Run 1, I/O nets highlighted:
The bar under the picture is 20 um long.
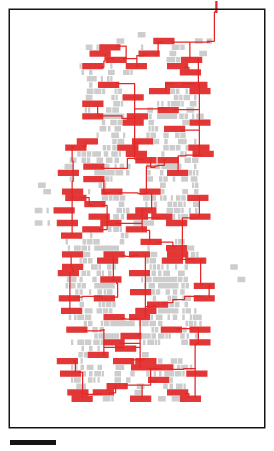
Run 1, M1 wires:
Supply wires on this layer in grey.
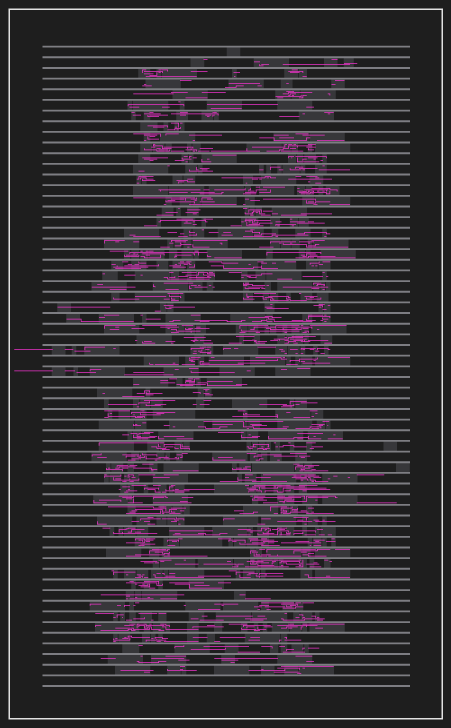
Run 1, sequential cells coloured by netlist name:
Other sequential cells in the stronger grey, the rest of the logic in the fainter grey.
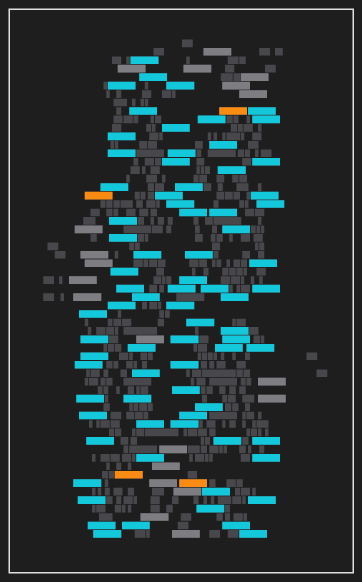
--- config.mk ---
export PLATFORM = sky130hd
export DESIGN_NAME = button_debounce
export DESIGN_NICKNAME = d
export VERILOG_FILES = /design/src/rtl/button_debounce.sv
export SDC_FILE = /design/constraint.sdc
export NUM_CORES = 1
export LEC_CHECK = 0
export ABC_CLOCK_PERIOD_IN_PS = 6200
export CAP_MARGIN = 20
export CORE_ASPECT_RATIO = 1.75
export CORE_MARGIN = 8
export CORE_UTILIZATION = 30
export DETAILED_ROUTE_END_ITERATION = 10
export GPL_ROUTABILITY_DRIVEN = 0
export PLACE_DENSITY = 0.53
export SYNTH_ARGS = -nofsm -noshare
export SYNTH_HDL_FRONTEND = slang
export SYNTH_SLANG_ARGS = --single-unit
--- constraint.sdc ---
create_clock -name i_clk -period 6.2 [get_ports i_clk]
set_clock_uncertainty 0.1 [all_clocks]
set_input_delay 1.24 -clock i_clk [delete_from_list [all_inputs] [get_ports i_clk]]
set_output_delay 1.24 -clock i_clk [all_outputs]
set_load 0.005 [all_outputs]
--- src/rtl/button_debounce.sv ---
// ---------------------------------------------------------------------------
// button_debounce
//
// Multi-channel push-button conditioner. Each channel runs a raw board key
// through a 2-flop synchroniser, normalises it to pressed = 1, and accepts a
// new level only after the synchronised value has disagreed with the current
// output for DEBOUNCE_CYCLES consecutive cycles. Any agreeing cycle during
// the count abandons it.
//
// Parameters
//   NUM_BTN          number of independent channels
//   DEBOUNCE_CYCLES  consecutive mismatch cycles needed to accept a change (>= 2)
//   ACTIVE_LOW       1: raw key reads 0 when pressed
//
// Ports
//   i_clk        clock, all state on rising edge
//   i_rst        asynchronous active-low reset
//   i_btn_raw    raw asynchronous key pins, one bit per channel
//   o_btn_level  debounced level, 1 = pressed (registered)
//   o_btn_rise   one-cycle strobe when o_btn_level goes 0->1 (registered)
//   o_btn_fall   one-cycle strobe when o_btn_level goes 1->0 (registered)
// ---------------------------------------------------------------------------
module button_debounce #(
  parameter int NUM_BTN         = 4,
  parameter int DEBOUNCE_CYCLES = 500000,
  parameter int ACTIVE_LOW      = 1
) (
  input  logic               i_clk,
  input  logic               i_rst,
  input  logic [NUM_BTN-1:0] i_btn_raw,
  output logic [NUM_BTN-1:0] o_btn_level,
  output logic [NUM_BTN-1:0] o_btn_rise,
  output logic [NUM_BTN-1:0] o_btn_fall
);

  localparam int CNT_W = (DEBOUNCE_CYCLES > 1) ? $clog2(DEBOUNCE_CYCLES) : 1;
  localparam logic [CNT_W-1:0] CNT_LAST = CNT_W'(DEBOUNCE_CYCLES - 1);
  localparam logic [CNT_W-1:0] CNT_ONE  = CNT_W'(1);
  localparam logic [CNT_W-1:0] CNT_ZERO = CNT_W'(0);
  localparam logic POL = (ACTIVE_LOW != 0) ? 1'b1 : 1'b0;

  typedef enum logic {
    ST_STABLE = 1'b0,
    ST_CHECK  = 1'b1
  } state_t;

  logic [NUM_BTN-1:0] norm_s;
  logic [NUM_BTN-1:0] sync1_q, sync1_d;
  logic [NUM_BTN-1:0] sync2_q, sync2_d;
  logic [NUM_BTN-1:0] level_q, level_d;
  logic [NUM_BTN-1:0] rise_q,  rise_d;
  logic [NUM_BTN-1:0] fall_q,  fall_d;
  state_t             state_q [NUM_BTN];
  state_t             state_d [NUM_BTN];
  logic [CNT_W-1:0]   cnt_q   [NUM_BTN];
  logic [CNT_W-1:0]   cnt_d   [NUM_BTN];

  // Polarity normalisation ahead of the first synchroniser flop.
  assign norm_s = i_btn_raw ^ {NUM_BTN{POL}};

  // Next-state logic: synchroniser shift plus per-channel debounce FSM.
  always_comb begin
    sync1_d = norm_s;
    sync2_d = sync1_q;
    level_d = level_q;
    rise_d  = {NUM_BTN{1'b0}};
    fall_d  = {NUM_BTN{1'b0}};
    for (int i = 0; i < NUM_BTN; i++) begin
      state_d[i] = state_q[i];
      cnt_d[i]   = cnt_q[i];
      case (state_q[i])
        ST_STABLE: begin
          if (sync2_q[i] != level_q[i]) begin
            state_d[i] = ST_CHECK;
            cnt_d[i]   = CNT_ONE;
          end else begin
            cnt_d[i]   = CNT_ZERO;
          end
        end
        ST_CHECK: begin
          if (sync2_q[i] == level_q[i]) begin
            // Bounced back before the count completed: abandon it.
            state_d[i] = ST_STABLE;
            cnt_d[i]   = CNT_ZERO;
          end else if (cnt_q[i] == CNT_LAST) begin
            // This edge is the DEBOUNCE_CYCLES-th consecutive mismatch.
            state_d[i] = ST_STABLE;
            cnt_d[i]   = CNT_ZERO;
            level_d[i] = sync2_q[i];
            rise_d[i]  = sync2_q[i];
            fall_d[i]  = ~sync2_q[i];
          end else begin
            cnt_d[i]   = cnt_q[i] + CNT_ONE;
          end
        end
        default: begin
          state_d[i] = ST_STABLE;
          cnt_d[i]   = CNT_ZERO;
        end
      endcase
    end
  end

  // State register for all channels; reset clears everything, strobes included.
  always_ff @(posedge i_clk or negedge i_rst) begin
    if (!i_rst) begin
      sync1_q <= {NUM_BTN{1'b0}};
      sync2_q <= {NUM_BTN{1'b0}};
      level_q <= {NUM_BTN{1'b0}};
      rise_q  <= {NUM_BTN{1'b0}};
      fall_q  <= {NUM_BTN{1'b0}};
      for (int i = 0; i < NUM_BTN; i++) begin
        state_q[i] <= ST_STABLE;
        cnt_q[i]   <= CNT_ZERO;
      end
    end else begin
      sync1_q <= sync1_d;
      sync2_q <= sync2_d;
      level_q <= level_d;
      rise_q  <= rise_d;
      fall_q  <= fall_d;
      for (int i = 0; i < NUM_BTN; i++) begin
        state_q[i] <= state_d[i];
        cnt_q[i]   <= cnt_d[i];
      end
    end
  end

  assign o_btn_level = level_q;
  assign o_btn_rise  = rise_q;
  assign o_btn_fall  = fall_q;

endmodule

==> results.py, run 1 <==
# Generated from Yosys and OpenROAD reports
metrics = {
    "setup_path": {
        "startpoint_type": "register",
        "r2r-start": "cnt_q[72]",
        "crit_slowest_cell": "clkdlybuf4s50_1",
        "worstSetupPathType": "register to output pin",
        "cp.required_ps": 4860,
        "slowest_delay_ps": 540,
        "path_delay_family": "buffers and inverters",
        "endpoint": "o_btn_level[3]",
        "critPathMaxFanout": 4,
        "timing.rr.end": "state_q[3]",
        "rr_worst_depth": 4,
    },
    "clock_tree": {
        "clock_path_buffers": 2,
        "cts_hold_buf": 0,
        "htreeDepth": 3,
        "clk_latency_ps": 350,
        "clockRootBuffer": "clkbuf_16",
        "cts.reportedPaths.clkPinSlew_ps": 70,
        "cts_setup_buffers": 0,
    },
    "grt": {
        "grt_overflow": 0,
        "met2_usage_pct": 17.73,
        "use_met3_pct": 1.924,
        "grt_max_degree": 70,
        "grt_pass1_wl_um": 16800,
        "grt_busiest_layer": "met2",
    },
    "placement": {
        "dp_hpwl_um": 6553,
        "dp_cells": 656,
        "dpl-instance-area_sq_um": 5029,
    },
    "synthesis": {
        "ys_top_cells_by_count": "100 x dfrtp_1, 63 x nor2_1, 36 x xnor2_1",
        "synth_top_area_share_pct": 53.81,
        "async_reset_ff_share_pct": 100.0,
        "synthFlopType": "dfrtp_1",
        "synth_nets": 473,
        "syn_inst": 463,
        "most_common_cell": "dfrtp_1",
        "synth-edff-count": 0,
        "ys_sh_aoi_pct": 5.919,
        "netlist_area_sq_um": 4651,
        "yosys.stat.seqShare_pct": 53.81,
        "simple_gate_area_share_pct": 24.80,
        "ys_ff": 100,
        "postSynthAreaPerCell_sq_um": 10.04,
    },
    "job": {
        "drv_cap": 0,
        "warnings": 26,
    },
    "final_timing": {
        "timing.final.crit_share_pct": 42.44,
        "hold_ws_ps": 253.0,
        "worstMarginPinSlew_ps": 880.4,
        "tns_ps": 0,
        "finalCriticalPeriod_ps": 2631,
        "setup_viol": 0,
        "drv_slew": 0,
        "slew_headroom_pct": 41.31,
    },
    "layout": {
        "comb-cell-share_pct": 37.56,
        "dominant_cells": "sequential cells",
        "n_all_inverters": 19,
        "fin_cells": 672,
        "diodes": 0,
        "design_area_sq_um": 5370,
        "flop_area_sq_um": 2502,
        "largest_reg_flops": 76,
        "logic_gates": 330,
        "largest-register": "cnt_q",
        "design.seq.count": 100,
        "buffer_area_share_pct": 3.821,
        "lay_top_count": "dfrtp_1",
        "clock_area_share_pct": 6.361,
        "syn_to_final_growth_pct": 15.47,
        "nClkBuffers": 10,
        "fin_nets": 491,
    },
    "outcome": {
        "status": "finished clean",
    },
    "floorplan": {
        "dieArea_sq_um": 19900,
        "die_w_um": 110.1,
        "taps": 186,
    },
    "routing": {
        "initialDrtViolationCount": 153,
        "vias_per_cell": 4.991,
        "firstDrtPassIters": 4,
    },
    "worst_hold_path": {
        "hp-start": "sync1_q[0]",
        "whs_path_depth": 0,
        "min_path_type": "register to register",
    },
}
Back to the opening pictures, 'I/O nets highlighted':
- i_rst: red (bits 1; direction input; edge north; end cells 100; buffers 2; wire 843 um)
port bufs: 17
num ports: 18

Back to the opening pictures, 'M1 wires':
- main direction: horizontal
- wire length on this layer: 3,960 um
- share of all routed wire: 42%
- longest straight run: 21.2 um
- nets with wire on the layer: 469
met1 Track Usage GR: 11.79%
routed vias: 3,354
Total Wirelength: 9458 um

Back to the opening pictures, 'sequential cells coloured by netlist name':
- state_q: orange (placed flops 4)
- cnt_q: cyan (placed flops 76)
- not coloured: 20
utilization after layout: 35.07%
seq pwr: 0.678 mW

run 1: routing by layer:
metal | up-vias | part of all wire, %
met1 | 1641 | 42
met4 | 0 | 2.5
met3 | 15 | 2.3
li1 | 1663 | -
met5 | - | 0
met2 | 35 | 53
run 1: report_power, final:
part	switching (mW)	internal [mW]	leakage (nW)
clock network	0.247	0.395	0.167
logic	0.0396	0.0183	0.474
registers	0.0127	0.666	1.36
total	0.299	1.08	2.00
run 1: metrics by stage:
step	worst slack [ps]	utilization, %	power (mW)
4_1_cts	3535	35.07	1.398
2_1_floorplan	4155	-	0.7191
3_3_place_gp	3638	32.69	0.7457
6_report	3569	35.07	1.379
5_1_grt	3480	35.07	1.432
3_5_place_dp	3571	32.84	0.7513
Run 1, routing congestion:
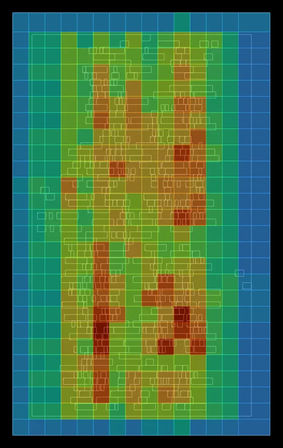

--- run 2 (diff from run 1) ---
--- a/config.mk
+++ b/config.mk
@@ -5,14 +5,14 @@
 export SDC_FILE = /design/constraint.sdc
 export NUM_CORES = 1
 export LEC_CHECK = 0
-export ABC_CLOCK_PERIOD_IN_PS = 6200
+export ABC_CLOCK_PERIOD_IN_PS = 2400
 export CAP_MARGIN = 20
 export CORE_ASPECT_RATIO = 1.75
 export CORE_MARGIN = 8
 export CORE_UTILIZATION = 30
 export DETAILED_ROUTE_END_ITERATION = 10
 export GPL_ROUTABILITY_DRIVEN = 0
-export PLACE_DENSITY = 0.53
+export PLACE_DENSITY = 0.55
 export SYNTH_ARGS = -nofsm -noshare
 export SYNTH_HDL_FRONTEND = slang
 export SYNTH_SLANG_ARGS = --single-unit
==> constraint.sdc (replaced) <==
create_clock -name i_clk -period 2.4 [get_ports i_clk]
set_clock_uncertainty 0.1 [all_clocks]
set_input_delay 0.48 -clock i_clk [delete_from_list [all_inputs] [get_ports i_clk]]
set_output_delay 0.48 -clock i_clk [all_outputs]
set_load 0.005 [all_outputs]
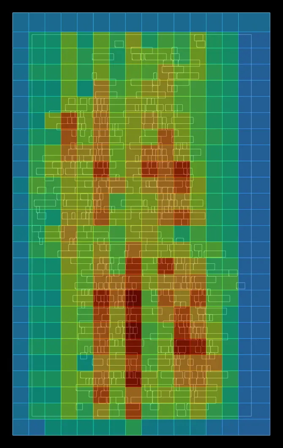
Run 2: routing congestion
DR WL/cell: 14.29 um
utilization after layout: 35.25%

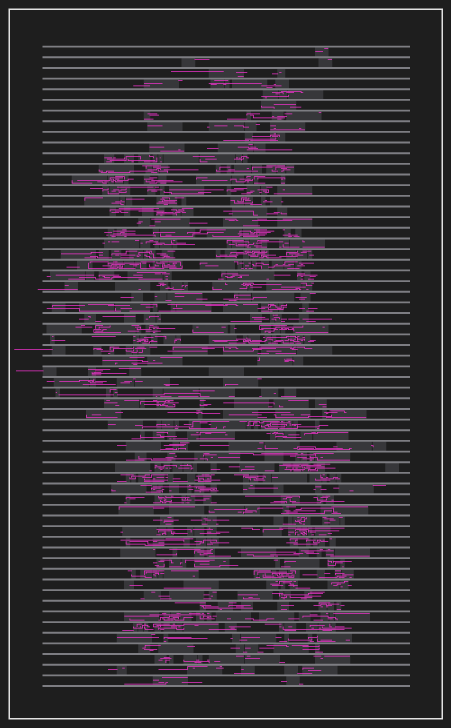
Run 2: M1 wires
Supply wires on this layer in grey.
- longest straight run: 19.3 um
- main direction: horizontal
- wire length on this layer: 3,890 um
- share of all routed wire: 40%
- nets with wire on the layer: 469
Total Wirelength: 9702 um
routed vias: 3,415
met1 Track Usage GR: 11.30%

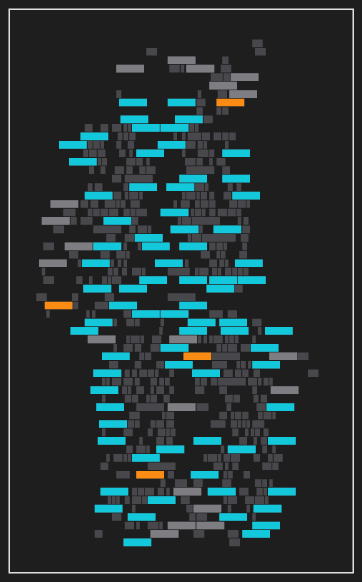
Run 2: sequential cells coloured by netlist name
Other sequential cells in the stronger grey, the rest of the logic in the fainter grey.
- cnt_q: cyan (placed flops 76)
- state_q: orange (placed flops 4)
flop share of the area: 46.35%
seq pwr: 1.75 mW

==> run 2 against run 1 <==
Against the previous run:
- the run now ends with hold timing left
- via count rose by 1.8%
- final area rose by 0.54%
- hold slack got worse by 260 ps
- highest routed layer unchanged
- sequential power rose to 2.6 times the previous value
- power rose by 150%
- critical path depth rose by 3
- register-to-register slack got worse by 3600 ps
- count of clock-buffer cells in the layout rose by 1
==> results.py, run 2 <==
# Generated from Yosys and OpenROAD reports
metrics = {
    "setup_path": {
        "rr_worst_depth": 4,
        "crit_slowest_cell": "or4_1",
        "slowest_delay_ps": 680,
        "path_delay_family": "simple AND/OR/NAND/NOR gates",
        "r2r-start": "cnt_q[59]",
        "endpoint": "cnt_q[74]",
        "critPathMaxFanout": 8,
        "startpoint_type": "register",
        "cp.required_ps": 2560,
        "timing.rr.end": "cnt_q[74]",
        "worstSetupPathType": "register to register",
    },
    "synthesis": {
        "synth_nets": 473,
        "yosys.stat.seqShare_pct": 53.81,
        "syn_inst": 463,
        "netlist_area_sq_um": 4651,
        "synth-edff-count": 0,
        "ys_top_cells_by_count": "100 x dfrtp_1, 63 x nor2_1, 36 x xnor2_1",
        "async_reset_ff_share_pct": 100.0,
        "synth_top_area_share_pct": 53.81,
        "ys_sh_aoi_pct": 5.919,
        "synthFlopType": "dfrtp_1",
        "postSynthAreaPerCell_sq_um": 10.04,
    },
    "placement": {
        "dpl-instance-area_sq_um": 5086,
        "dp_cells": 663,
        "port_buffers": 17,
        "pre_cts_slack_ps": 267.6,
    },
    "clock_tree": {
        "cts.reportedPaths.clkPinSlew_ps": 70,
        "cts_setup_buffers": 0,
        "htreeDepth": 3,
        "clock_path_buffers": 2,
        "clockRootBuffer": "clkbuf_16",
        "cts_hold_buf": 0,
        "clk_latency_ps": 340,
    },
    "power": {
        "finalPower_mw": 3.434,
        "p_int_mw": 2.644,
        "seqPwrFrac_pct": 51.0,
        "power.switching_mw": 0.7899,
        "pwr-share-clk_pct": 44.2,
        "power_frac_comb_pct": 4.7,
        "sw_frac_of_total_pct": 23.00,
        "p_clk_mw": 1.52,
        "pg_comb_mw": 0.163,
        "top_power_group": "registers",
    },
    "grt": {
        "grt_overflow": 0,
        "met2_usage_pct": 18.19,
        "grt_busiest_layer": "met2",
        "grt_max_degree": 42,
        "grt_pass1_wl_um": 16730,
    },
    "routing": {
        "wl_met3_um": 250,
        "highest-signal-layer": "met4",
        "met1_length_um": 3885,
        "initialDrtViolationCount": 104,
        "vias_per_cell": 5.029,
        "firstDrtPassIters": 4,
        "wl_met2_um": 5344,
    },
    "layout": {
        "fin_cells": 679,
        "layout_top_cells": "100 x dfrtp_1, 63 x nor2_1, 36 x xnor2_1",
        "syn_to_final_growth_pct": 16.09,
        "largest_reg_flops": 76,
        "largest-register": "cnt_q",
        "fin_nets": 498,
        "diodes": 0,
        "lay_top_count": "dfrtp_1",
        "design_area_sq_um": 5399,
    },
    "worst_hold_path": {
        "min_path_type": "input pin to asynchronous set/reset pin",
    },
    "outcome": {
        "violations": "hold timing",
        "status": "complete, but fails checks",
    },
    "final_timing": {
        "drv_slew": 0,
        "slew_headroom_pct": 64.06,
        "timing.final.crit_share_pct": 90.00,
        "hold_viol": 5,
        "final.setup.worst_slack_ps": 240.0,
        "finalCriticalPeriod_ps": 2160,
        "worstMarginPinSlew_ps": 534.1,
        "setup_viol": 0,
        "tns_ps": 0,
        "hold_ws_ps": -6.408,
    },
    "floorplan": {
        "dieArea_sq_um": 19900,
        "boundaryPins": 18,
        "die_w_um": 110.1,
    },
    "job": {
        "drv_cap": 0,
    },
}
## run 2: cell families (layout without fill, tap and decap cells)
| family | count (synthesis) | in the layout |
|---|---|---|
| AND/OR/NAND/NOR | 220 | 220 |
| multiplexers | 5 | 5 |
| adder cells (fa/ha/maj) | 4 | 4 |
| flip-flops | 100 | 100 |
| XOR/XNOR | 55 | 55 |
| buffers and inverters | 33 | 63 |
| AND-OR/OR-AND | 46 | 46 |
## run 2: layout make-up
cell class | count | area (sq um)
fill | 1564 | 9916
sequential | 100 | 2502
multi-input combinational | 330 | 2017
timing repair buffer | 28 | 262.8
clock buffer | 11 | 252.7
tap | 186 | 232.7
inverter | 19 | 71.32
clock inverter | 5 | 60.06
--- run 3 (diff from run 2) ---
--- a/config.mk
+++ b/config.mk
@@ -13,6 +13,7 @@
 export DETAILED_ROUTE_END_ITERATION = 10
 export GPL_ROUTABILITY_DRIVEN = 0
 export PLACE_DENSITY = 0.55
+export SLEW_MARGIN = 20
 export SYNTH_ARGS = -nofsm -noshare
 export SYNTH_HDL_FRONTEND = slang
 export SYNTH_SLANG_ARGS = --single-unit
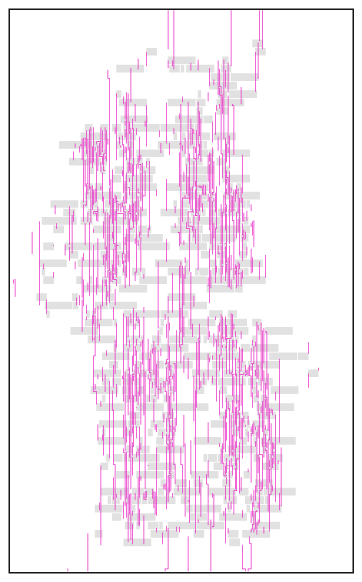
Run 3: metal 2
- wire length on this layer: 5,340 um
- share of all routed wire: 55%
- main direction: vertical
- longest straight run: 45.9 um
grt met2 use: 18.19%

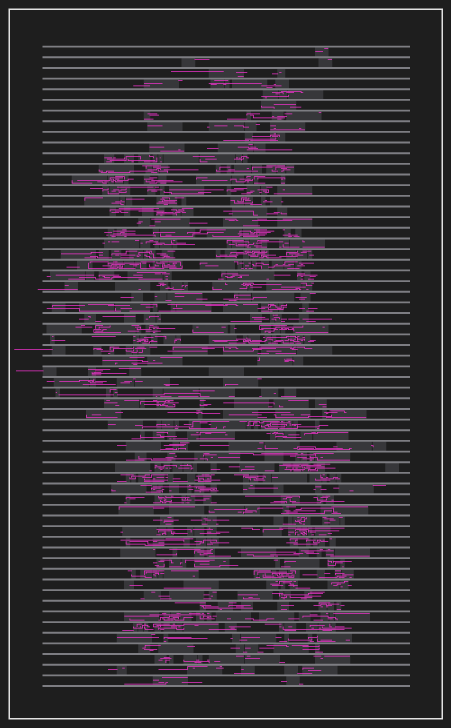
Run 3: M1 wires
Supply wires on this layer in grey.
- longest straight run: 19.3 um
- share of all routed wire: 40%
- main direction: horizontal

==> run 3 against run 2 <==
Against the previous run:
- the run still ends with hold timing left
- sequential power hardly changed
- clock power hardly changed
- core utilization stayed put
- area after synthesis stayed put
- die size stayed put
- final area stayed put
- combinational power hardly changed
- non-clock buffer count stayed put
- hold slack stayed put
- synthesized cell count stayed put
- fmax stayed put
- largest cell class unchanged
==> results.py, run 3 <==
# Generated from Yosys and OpenROAD reports
metrics = {
    "placement": {
        "dpl-instance-area_sq_um": 5086,
        "pre_cts_slack_ps": 267.6,
        "dp_cells": 663,
        "dp_hpwl_um": 6862,
        "port_buffers": 17,
    },
    "final_timing": {
        "setup_viol": 0,
        "worstMarginPinSlew_ps": 534.1,
        "slew_headroom_pct": 64.06,
        "final.setup.worst_slack_ps": 240.0,
        "drv_slew": 0,
        "hold_viol": 5,
        "hold_ws_ps": -6.408,
        "tns_ps": 0,
        "timing.final.crit_share_pct": 90.00,
    },
    "grt": {
        "grt_overflow": 0,
        "grt_max_degree": 42,
        "grtUsageMet1_pct": 11.30,
    },
    "synthesis": {
        "ys_ff": 100,
        "yosys.stat.seqShare_pct": 53.81,
        "synth_nets": 473,
        "simple_gate_area_share_pct": 24.80,
        "most_common_cell": "dfrtp_1",
        "synth-edff-count": 0,
        "ys_top_cells_by_count": "100 x dfrtp_1, 63 x nor2_1, 36 x xnor2_1",
        "synth_top_area_share_pct": 53.81,
        "postSynthAreaPerCell_sq_um": 10.04,
        "syn_inst": 463,
        "ys_sh_aoi_pct": 5.919,
        "netlist_area_sq_um": 4651,
    },
    "outcome": {
        "status": "complete, but fails checks",
        "violations": "hold timing",
    },
    "layout": {
        "syn_to_final_growth_pct": 16.09,
        "layout_top_cells": "100 x dfrtp_1, 63 x nor2_1, 36 x xnor2_1",
        "largest-register": "cnt_q",
        "diodes": 0,
        "fin_nets": 498,
        "final_core_util_pct": 35.25,
        "largest_reg_flops": 76,
    },
    "clock_tree": {
        "htreeDepth": 3,
        "cts_setup_buffers": 0,
        "cts_hold_buf": 0,
        "clock_path_buffers": 2,
        "cts.reportedPaths.clkPinSlew_ps": 70,
    },
    "routing": {
        "wire_per_inst_um": 14.29,
        "vias": 3415,
        "initialDrtViolationCount": 104,
        "wl_met3_um": 250,
        "wl_um": 9702,
        "vias_per_cell": 5.029,
        "firstDrtPassIters": 4,
    },
    "power": {
        "power_frac_comb_pct": 4.7,
        "seq_power_mw": 1.75,
        "p_clk_mw": 1.52,
        "p_int_mw": 2.644,
        "sw_frac_of_total_pct": 23.00,
        "pg_comb_mw": 0.163,
        "top_power_group": "registers",
        "seqPwrFrac_pct": 51.0,
        "finalPower_mw": 3.434,
        "power.switching_mw": 0.7899,
        "pwr-share-clk_pct": 44.2,
    },
    "setup_path": {
        "slowest_delay_ps": 680,
        "cp.required_ps": 2560,
        "crit_slowest_cell": "or4_1",
        "worstSetupPathType": "register to register",
        "critPathMaxFanout": 8,
        "startpoint_type": "register",
        "path_delay_family": "simple AND/OR/NAND/NOR gates",
    },
    "floorplan": {
        "die_w_um": 110.1,
        "die_h_um": 180.7,
        "boundaryPins": 18,
    },
    "job": {
        "drv_cap": 0,
        "warnings": 26,
    },
}
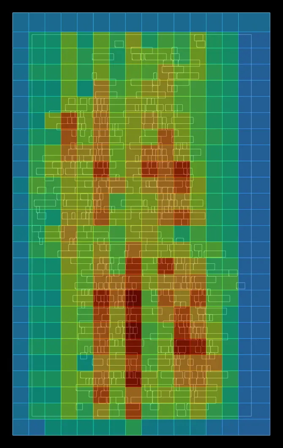
Run 3: routing congestion
most utilized layer in the global route result: met2
GRT Overall Usage: 10.38%
GRT met3 Usage: 2.174%

[run 3: cell counts in the layout (fill, tap and decap cells not counted)]
No cell type changed its count.
[run 3: final timing paths]
| path | from | endpoint | cells after the start |
|---|---|---|---|
| max | cnt_q[59] | cnt_q[74] | 4 |
| min | i_rst | cnt_q[2] | 1 |
| max reg2reg | cnt_q[59] | cnt_q[74] | 4 |
| min reg2reg | sync1_q[2] | sync2_q[2] | 0 |
| max in group asynchronous | i_rst | cnt_q[71] | 2 |
| min in group i_clk | sync1_q[2] | sync2_q[2] | 0 |
[run 3: cell type report]
cell class,instances,area (sq um)
Clock buffer,11,252.7
Clock inverter,5,60.06
Fill cell,1564,9916
Inverter,19,71.32
Multi-Input combinational cell,330,2017
Sequential cell,100,2502
Tap cell,186,232.7
Timing Repair Buffer,28,262.8
Power figures rest on the tool's default switching activity, not on a simulated workload.
